<file path="config.mk">
export PLATFORM = sky130hd
export DESIGN_NAME = disp_source_sel
export DESIGN_NICKNAME = d
export VERILOG_FILES = /design/src/rtl/disp_source_sel.sv
export SDC_FILE = /design/constraint.sdc
export NUM_CORES = 1
export LEC_CHECK = 0
export ABC_AREA = 1
export CAP_MARGIN = 20
export CORE_MARGIN = 1
export CORE_UTILIZATION = 44
export CTS_BUF_LIST = sky130_fd_sc_hd__clkbuf_8
export DETAILED_ROUTE_END_ITERATION = 10
export PLACE_DENSITY_LB_ADDON = 0.12
export SETUP_SLACK_MARGIN = 0.05
export SLEW_MARGIN = 40
export SYNTH_ARGS = -nofsm -noshare
export SYNTH_HDL_FRONTEND = slang
export SYNTH_SLANG_ARGS = --single-unit
</file>
<file path="constraint.sdc">
create_clock -name clk -period 1.92 [get_ports clk]
set_input_delay 0.384 -clock clk [delete_from_list [all_inputs] [get_ports clk]]
set_output_delay 0.384 -clock clk [all_outputs]
set_load 0.03 [all_outputs]
</file>
<file path="src/rtl/disp_source_sel.sv">
// Source selector for the 4-digit seven-segment scanner: a debounced button
// cycles among four 16-bit debug values; optional BCD conversion when DISP_BCD_EN is defined.
module disp_source_sel #(
  parameter int DEB_CNT = 50000,
  parameter int DEB_W   = 16
) (
  input  logic        clk,
  input  logic        rst,
  input  logic        btn_next,
  input  logic        freeze,
  input  logic [15:0] pc,
  input  logic [15:0] instr,
  input  logic [15:0] alu_out,
  input  logic [15:0] mem_data,
  output logic [15:0] num,
  output logic [1:0]  sel,
  output logic        num_upd,
  output logic        ovf
);

  localparam int DATA_W = 16;
  localparam logic [DEB_W-1:0] DEB_LAST = DEB_W'(DEB_CNT - 1);

  logic              sync_p0, sync_p1;
  logic              deb_lvl;
  logic [DEB_W-1:0]  deb_cnt;
  logic              deb_hit;
  logic              press;
  logic [DATA_W-1:0] src_mux;

  // ---- stage p0/p1: two-flop synchronizer for the raw button
  always_ff @(posedge clk) begin
    if (rst) begin
      sync_p0 <= 1'b0;
      sync_p1 <= 1'b0;
    end else begin
      sync_p0 <= btn_next;
      sync_p1 <= sync_p0;
    end
  end

  // A level change is accepted on the DEB_CNT-th consecutive differing cycle.
  assign deb_hit = (sync_p1 != deb_lvl) && (deb_cnt == DEB_LAST);
  assign press   = deb_hit && sync_p1;

  // ---- debouncer and source index
  always_ff @(posedge clk) begin
    if (rst) begin
      deb_lvl <= 1'b0;
      deb_cnt <= '0;
      sel     <= 2'd0;
    end else begin
      if (sync_p1 == deb_lvl) begin
        deb_cnt <= '0;
      end else if (deb_hit) begin
        deb_lvl <= sync_p1;
        deb_cnt <= '0;
      end else begin
        deb_cnt <= deb_cnt + 1'b1;
      end
      if (press) sel <= sel + 2'd1;
    end
  end

  always_comb begin
    src_mux = pc;
    case (sel)
      2'd0: src_mux = pc;
      2'd1: src_mux = instr;
      2'd2: src_mux = alu_out;
      2'd3: src_mux = mem_data;
      default: src_mux = pc;
    endcase
  end

`ifdef DISP_BCD_EN

  typedef enum logic [1:0] {IDLE, SHIFT, DONE} state_t;

  state_t            state, state_nxt;
  logic              capture, load;
  logic [3:0]        shift_cnt;
  logic              discard;
  logic [DATA_W-1:0] bin_p0;
  logic [19:0]       bcd_p0;

  // One double-dabble step: add 3 to each low digit >= 5, then shift in a bit.
  // The fifth digit never exceeds 3 before the final shift for a 16-bit input.
  function automatic logic [19:0] dabble_step(input logic [18:0] bcd, input logic bit_in);
    logic [18:0] adj;
    adj = bcd;
    for (int i = 0; i < 4; i++) begin
      if (bcd[4*i +: 4] >= 4'd5) adj[4*i +: 4] = bcd[4*i +: 4] + 4'd3;
    end
    return {adj, bit_in};
  endfunction

  function automatic logic [15:0] sat_bcd(input logic [19:0] bcd);
    return (bcd[19:16] != 4'd0) ? 16'h9999 : bcd[15:0];
  endfunction

  always_ff @(posedge clk) begin
    if (rst) state <= IDLE;
    else     state <= state_nxt;
  end

  always_comb begin
    state_nxt = state;
    capture   = 1'b0;
    load      = 1'b0;
    case (state)
      IDLE: begin
        if (!freeze) begin
          capture   = 1'b1;
          state_nxt = SHIFT;
        end
      end
      SHIFT: begin
        if (shift_cnt == 4'd15) state_nxt = DONE;
      end
      DONE: begin
        load = 1'b1;
        if (!freeze) begin
          capture   = 1'b1;
          state_nxt = SHIFT;
        end else begin
          state_nxt = IDLE;
        end
      end
      default: state_nxt = IDLE;
    endcase
  end

  // ---- conversion control: shift count and freeze-seen flag
  always_ff @(posedge clk) begin
    if (rst) begin
      shift_cnt <= 4'd0;
      discard   <= 1'b0;
    end else if (capture) begin
      shift_cnt <= 4'd0;
      discard   <= 1'b0;
    end else if (state == SHIFT) begin
      shift_cnt <= shift_cnt + 4'd1;
      if (freeze) discard <= 1'b1;
    end
  end

  // ---- conversion datapath
  always_ff @(posedge clk) begin
    if (capture) begin
      bin_p0 <= src_mux;
      bcd_p0 <= '0;
    end else if (state == SHIFT) begin
      bcd_p0 <= dabble_step(bcd_p0[18:0], bin_p0[DATA_W-1]);
      bin_p0 <= {bin_p0[DATA_W-2:0], 1'b0};
    end
  end

  // ---- output register: a result seen under freeze is dropped
  always_ff @(posedge clk) begin
    if (rst) begin
      num     <= '0;
      ovf     <= 1'b0;
      num_upd <= 1'b0;
    end else begin
      num_upd <= 1'b0;
      if (load && !discard && !freeze) begin
        num     <= sat_bcd(bcd_p0);
        ovf     <= (bcd_p0[19:16] != 4'd0);
        num_upd <= 1'b1;
      end
    end
  end

`else

  // ---- output register, hex path
  always_ff @(posedge clk) begin
    if (rst) begin
      num     <= '0;
      num_upd <= 1'b0;
    end else if (!freeze) begin
      num     <= src_mux;
      num_upd <= 1'b1;
    end else begin
      num_upd <= 1'b0;
    end
  end

  assign ovf = 1'b0;

`endif

endmodule

</file>
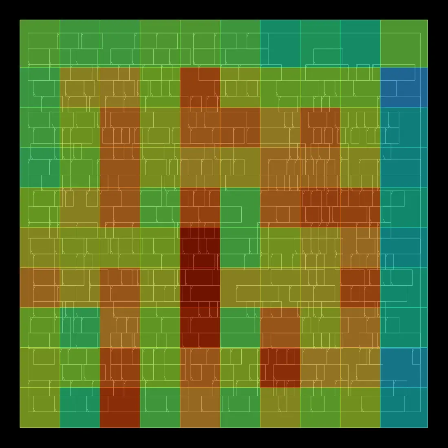
(congestion heat map)
met2 Resource Use GR: 42.0%
met3 usage: 10.1%

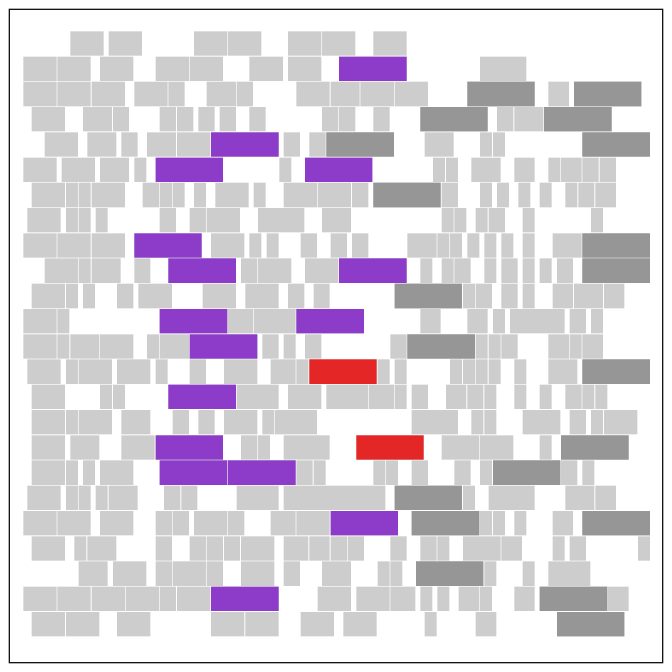
(sequential cells grouped by signal name)
[purple] num | sequential cells: 16
[red] sel | sequential cells: 2

==> flow_summary.json <==
{
  "total_leakage_power_nw": 1.08,
  "finalClockPeriodUsage_pct": 94.5,
  "top_layer": "met4",
  "seqCellArea_um2": 761,
  "vias_per_cell": 5.17,
  "hold_buffers": 0,
  "largestRegisters": "deb_cnt (16), num (16), sel (2)",
  "combPwrFrac_pct": 15.7,
  "whs_path_depth": 2,
  "fp-row-count": 24,
  "simple_gate_area_share_pct": 30.1,
  "wl_met2_mm": 2.79,
  "wl_per_cell_um": 13.6,
  "status": "complete, no violations",
  "switchingPower_w": 0.000407,
  "logic_area_mm2": 0.00111,
  "drc": 0,
  "required_ns": 1.54,
  "layout.nets": 438,
  "crit_path_max_incr_delay_ns": 0.73,
  "clock-sinks": 38,
  "synth_cell_types": 30,
  "hold_start": "sync_p0",
  "comb_share_pct": 36.4,
  "seq-power_w": 0.000825,
  "synthArstFlopShare_pct": 0,
  "clk_path_buf_depth": 2
}
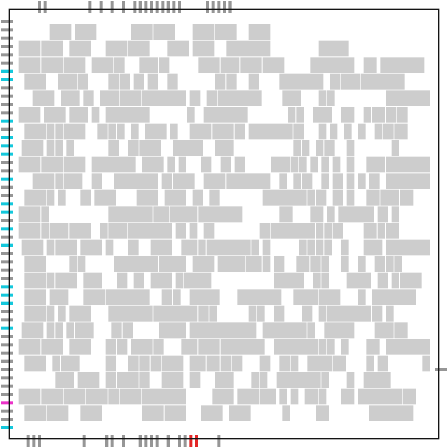
(pin placement)
Pins as bars across the die edge, other pins in grey.
[magenta] clk | pins: 1 | direction: input | edge: left
[red] sel | pins: 2 | direction: output | edge: bottom
[cyan] instr | pins: 16 | direction: input | edge: left

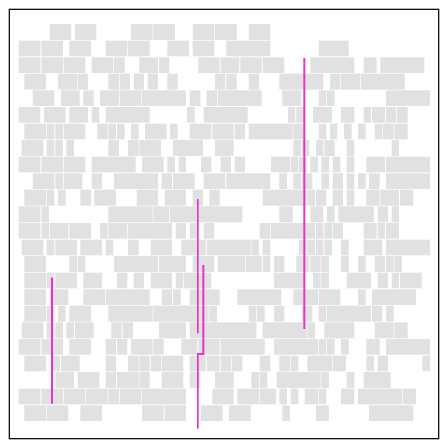
(signal wires on met4)
share of all routed wire: 2.0%
nets with wire on the layer: 4
longest straight run: 44.2 um

